`src/rtl/shift_pkg.sv`:
```
// Shared constants for the iterative shift unit: opcodes, FSM encodings and default sizes.
package shift_pkg;

    localparam int DEF_WIDTH   = 32;
    localparam int DEF_SHAMT_W = 5;

    localparam logic [1:0] OP_SLL = 2'b00;
    localparam logic [1:0] OP_SRA = 2'b01;
    localparam logic [1:0] OP_SRL = 2'b10;

    typedef enum logic [1:0] {
        ST_IDLE  = 2'd0,
        ST_SHIFT = 2'd1,
        ST_DONE  = 2'd2
    } state_t;

endpackage

```
`src/rtl/shift_stage_mux.sv`:
```
// One power-of-two shift stage: shifts value by 2^idx with the fill selected by opcode.
module shift_stage_mux
    import shift_pkg::*;
#(
    parameter int WIDTH   = DEF_WIDTH,
    parameter int SHAMT_W = DEF_SHAMT_W
) (
    input  logic [WIDTH-1:0]   value,
    input  logic [SHAMT_W-1:0] idx,
    input  logic [1:0]         opcode,
    output logic [WIDTH-1:0]   shifted
);

    logic [WIDTH-1:0] sll_v [SHAMT_W];
    logic [WIDTH-1:0] srl_v [SHAMT_W];
    logic [WIDTH-1:0] sra_v [SHAMT_W];

    // Every stage is a fixed-distance shift, so each is just wiring; only the final select is logic.
    for (genvar g = 0; g < SHAMT_W; g++) begin : g_stage
        assign sll_v[g] = value << (2 ** g);
        assign srl_v[g] = value >> (2 ** g);
        assign sra_v[g] = $signed(value) >>> (2 ** g);
    end

    always_comb begin
        shifted = '0;
        for (int i = 0; i < SHAMT_W; i++) begin
            if (idx == SHAMT_W'(i)) begin
                case (opcode)
                    OP_SRA:  shifted = sra_v[i];
                    OP_SRL:  shifted = srl_v[i];
                    default: shifted = sll_v[i];
                endcase
            end
        end
    end

endmodule

```
`src/rtl/shift_sequencer.sv`:
```
// Multi-cycle shifter: one power-of-two stage per cycle, MSB stage first, fixed latency.
//
// state    | meaning
// ---------+-------------------------------------------------------------
// ST_IDLE  | waiting for start; busy=0, done=0
// ST_SHIFT | applying stage idx_q each cycle; busy=1
// ST_DONE  | result valid, one-cycle done pulse; may accept a new start
module shift_sequencer
    import shift_pkg::*;
#(
    parameter int WIDTH   = DEF_WIDTH,
    parameter int SHAMT_W = DEF_SHAMT_W
) (
    input  logic               clock,
    input  logic               reset_n,
    input  logic               start,
    input  logic [1:0]         opcode,
    input  logic [WIDTH-1:0]   data_in,
    input  logic [SHAMT_W-1:0] shamt,
    input  logic               kill,
    output logic               busy,
    output logic               done,
    output logic [WIDTH-1:0]   result
);

    state_t               state_q, state_d;
    logic [WIDTH-1:0]     data_q;
    logic [SHAMT_W-1:0]   shamt_q;
    logic [1:0]           op_q;
    logic [SHAMT_W-1:0]   idx_q;
    logic [WIDTH-1:0]     result_q;

    logic                 accept;
    logic                 last_stage;
    logic                 stage_take;
    logic [WIDTH-1:0]     stage_out;
    logic [WIDTH-1:0]     data_nx;

    shift_stage_mux #(
        .WIDTH   (WIDTH),
        .SHAMT_W (SHAMT_W)
    ) u_stage (
        .value   (data_q),
        .idx     (idx_q),
        .opcode  (op_q),
        .shifted (stage_out)
    );

    assign stage_take = |(shamt_q & (SHAMT_W'(1) << idx_q));
    assign data_nx    = stage_take ? stage_out : data_q;

    always_ff @(posedge clock or negedge reset_n) begin
        if (!reset_n) begin
            state_q <= ST_IDLE;
        end else begin
            state_q <= state_d;
        end
    end

    always_comb begin
        state_d    = state_q;
        accept     = 1'b0;
        last_stage = 1'b0;
        busy       = 1'b0;
        done       = 1'b0;
        case (state_q)
            ST_IDLE: begin
                if (start && !kill) begin
                    accept  = 1'b1;
                    state_d = ST_SHIFT;
                end
            end
            ST_SHIFT: begin
                busy = 1'b1;
                if (kill) begin
                    state_d = ST_IDLE;
                end else if (idx_q == '0) begin
                    last_stage = 1'b1;
                    state_d    = ST_DONE;
                end
            end
            ST_DONE: begin
                done = 1'b1;
                if (start && !kill) begin
                    accept  = 1'b1;
                    state_d = ST_SHIFT;
                end else begin
                    state_d = ST_IDLE;
                end
            end
            default: state_d = ST_IDLE;
        endcase
    end

    // The final stage result goes straight into result_q so it is valid in the DONE cycle itself.
    always_ff @(posedge clock or negedge reset_n) begin
        if (!reset_n) begin
            data_q   <= '0;
            shamt_q  <= '0;
            op_q     <= '0;
            idx_q    <= '0;
            result_q <= '0;
        end else if (accept) begin
            data_q  <= data_in;
            shamt_q <= shamt;
            op_q    <= opcode;
            idx_q   <= SHAMT_W'(SHAMT_W - 1);
        end else if (state_q == ST_SHIFT && !kill) begin
            data_q <= data_nx;
            if (idx_q != '0) begin
                idx_q <= idx_q - 1'b1;
            end
            if (last_stage) begin
                result_q <= data_nx;
            end
        end
    end

    assign result = result_q;

endmodule
```
`config.mk`:
```
export PLATFORM = sky130hd
export DESIGN_NAME = shift_sequencer
export DESIGN_NICKNAME = d
export VERILOG_FILES = /design/src/rtl/shift_pkg.sv /design/src/rtl/shift_stage_mux.sv /design/src/rtl/shift_sequencer.sv
export SDC_FILE = /design/constraint.sdc
export NUM_CORES = 1
export LEC_CHECK = 0
export CAP_MARGIN = 20
export CORE_MARGIN = 2
export CORE_UTILIZATION = 60
export CTS_CLUSTER_DIAMETER = 30
export DETAILED_ROUTE_END_ITERATION = 6
export PLACE_DENSITY = 0.95
export SETUP_SLACK_MARGIN = 0.05
export SLEW_MARGIN = 5
export SYNTH_ARGS = -nofsm -noshare
export SYNTH_HDL_FRONTEND = slang
export SYNTH_SLANG_ARGS = --single-unit
export TNS_END_PERCENT = 1
```
`constraint.sdc`:
```
create_clock -name clock -period 6.4 [get_ports clock]
set_input_delay 1.28 -clock clock [delete_from_list [all_inputs] [get_ports clock]]
set_output_delay 1.28 -clock clock [all_outputs]
set_load 0.005 [all_outputs]
```
Fig. 1: routing congestion map
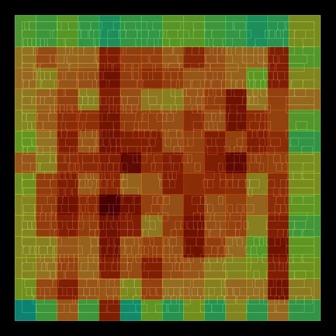
wire per inst: 26.06 microns
fin util: 71.00%
met3 Resource Use GR: 8.705%
met1 Resource Use GR: 57.94%
met2 usage: 68.30%

Fig. 2: sequential cells grouped by signal name
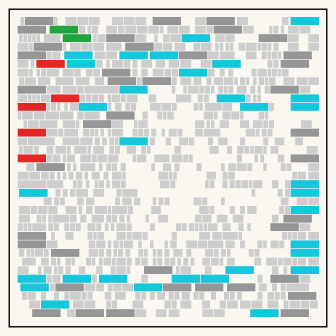
- red: idx_q (flops 5)
- green: state_q (flops 2)
- cyan: data_q (flops 32; where widely spread)
- not colored: 39

==> metrics.yaml <==
final_layout:
  clkbuf_count: 9
  fin_cells: 838
  buffer_area_share_pct: 13.31
  design_area_sq_mm: 0.006467
  seqCellArea_sq_mm: 0.001952
  drive_gt1_share_pct: 6.878
  seq_area_share_pct: 30.18
  flop-count: 78
  buffers: 87
synth:
  yosys.area.top_type: "dfrtp_1"
  ys_seq_share_pct: 35.27
  ys_top_logic_family: "AND-OR/OR-AND gates"
  syn_inst: 680
sta:
  rsz0062_at_grt: "false"
  setup-violations-final: 0
  fin_tns_setup_ps: 0
  final_hold_viol_count: 0
power_and_ir_drop:
  p_leak_uw: 0.002526
  swShare_pct: 51.95
  power.switching_uw: 1808
  top_power_group: "combinational logic"
  power.density_mw_per_mm2: 538.1
  max-vdd-ir-drop_mv: 0.4195
clocking:
  clk_pin_slew_ps: 90
  postCtsSetupBuffers: 0
  cts_sinks: 78
floorplanning:
  rows: 35
  taps: 111
  pin_count: 77
setup_path:
  path_class: "in -> reg"
  cpPeakStageDelay_ps: 690
  crit_family: "simple AND/OR/NAND/NOR gates"
  r2r-end: "data_q[8]"
  crit_cells: 8
  cp_slowest_cell: "nor2b_1"
  critical_path.endpoint: "result[21]"
grt:
  grt_antenna_before_repair: 0
  grt_pass1_vias: 6112
  busiest_layer: "met2"
place:
  dpl.hpwl_microns: 14340
routing:
  highest_layer: "met4"
outcome:
  outcome: "finished, final reports clean"
worst_hold_path:
  worstHoldPathType: "reg -> reg"
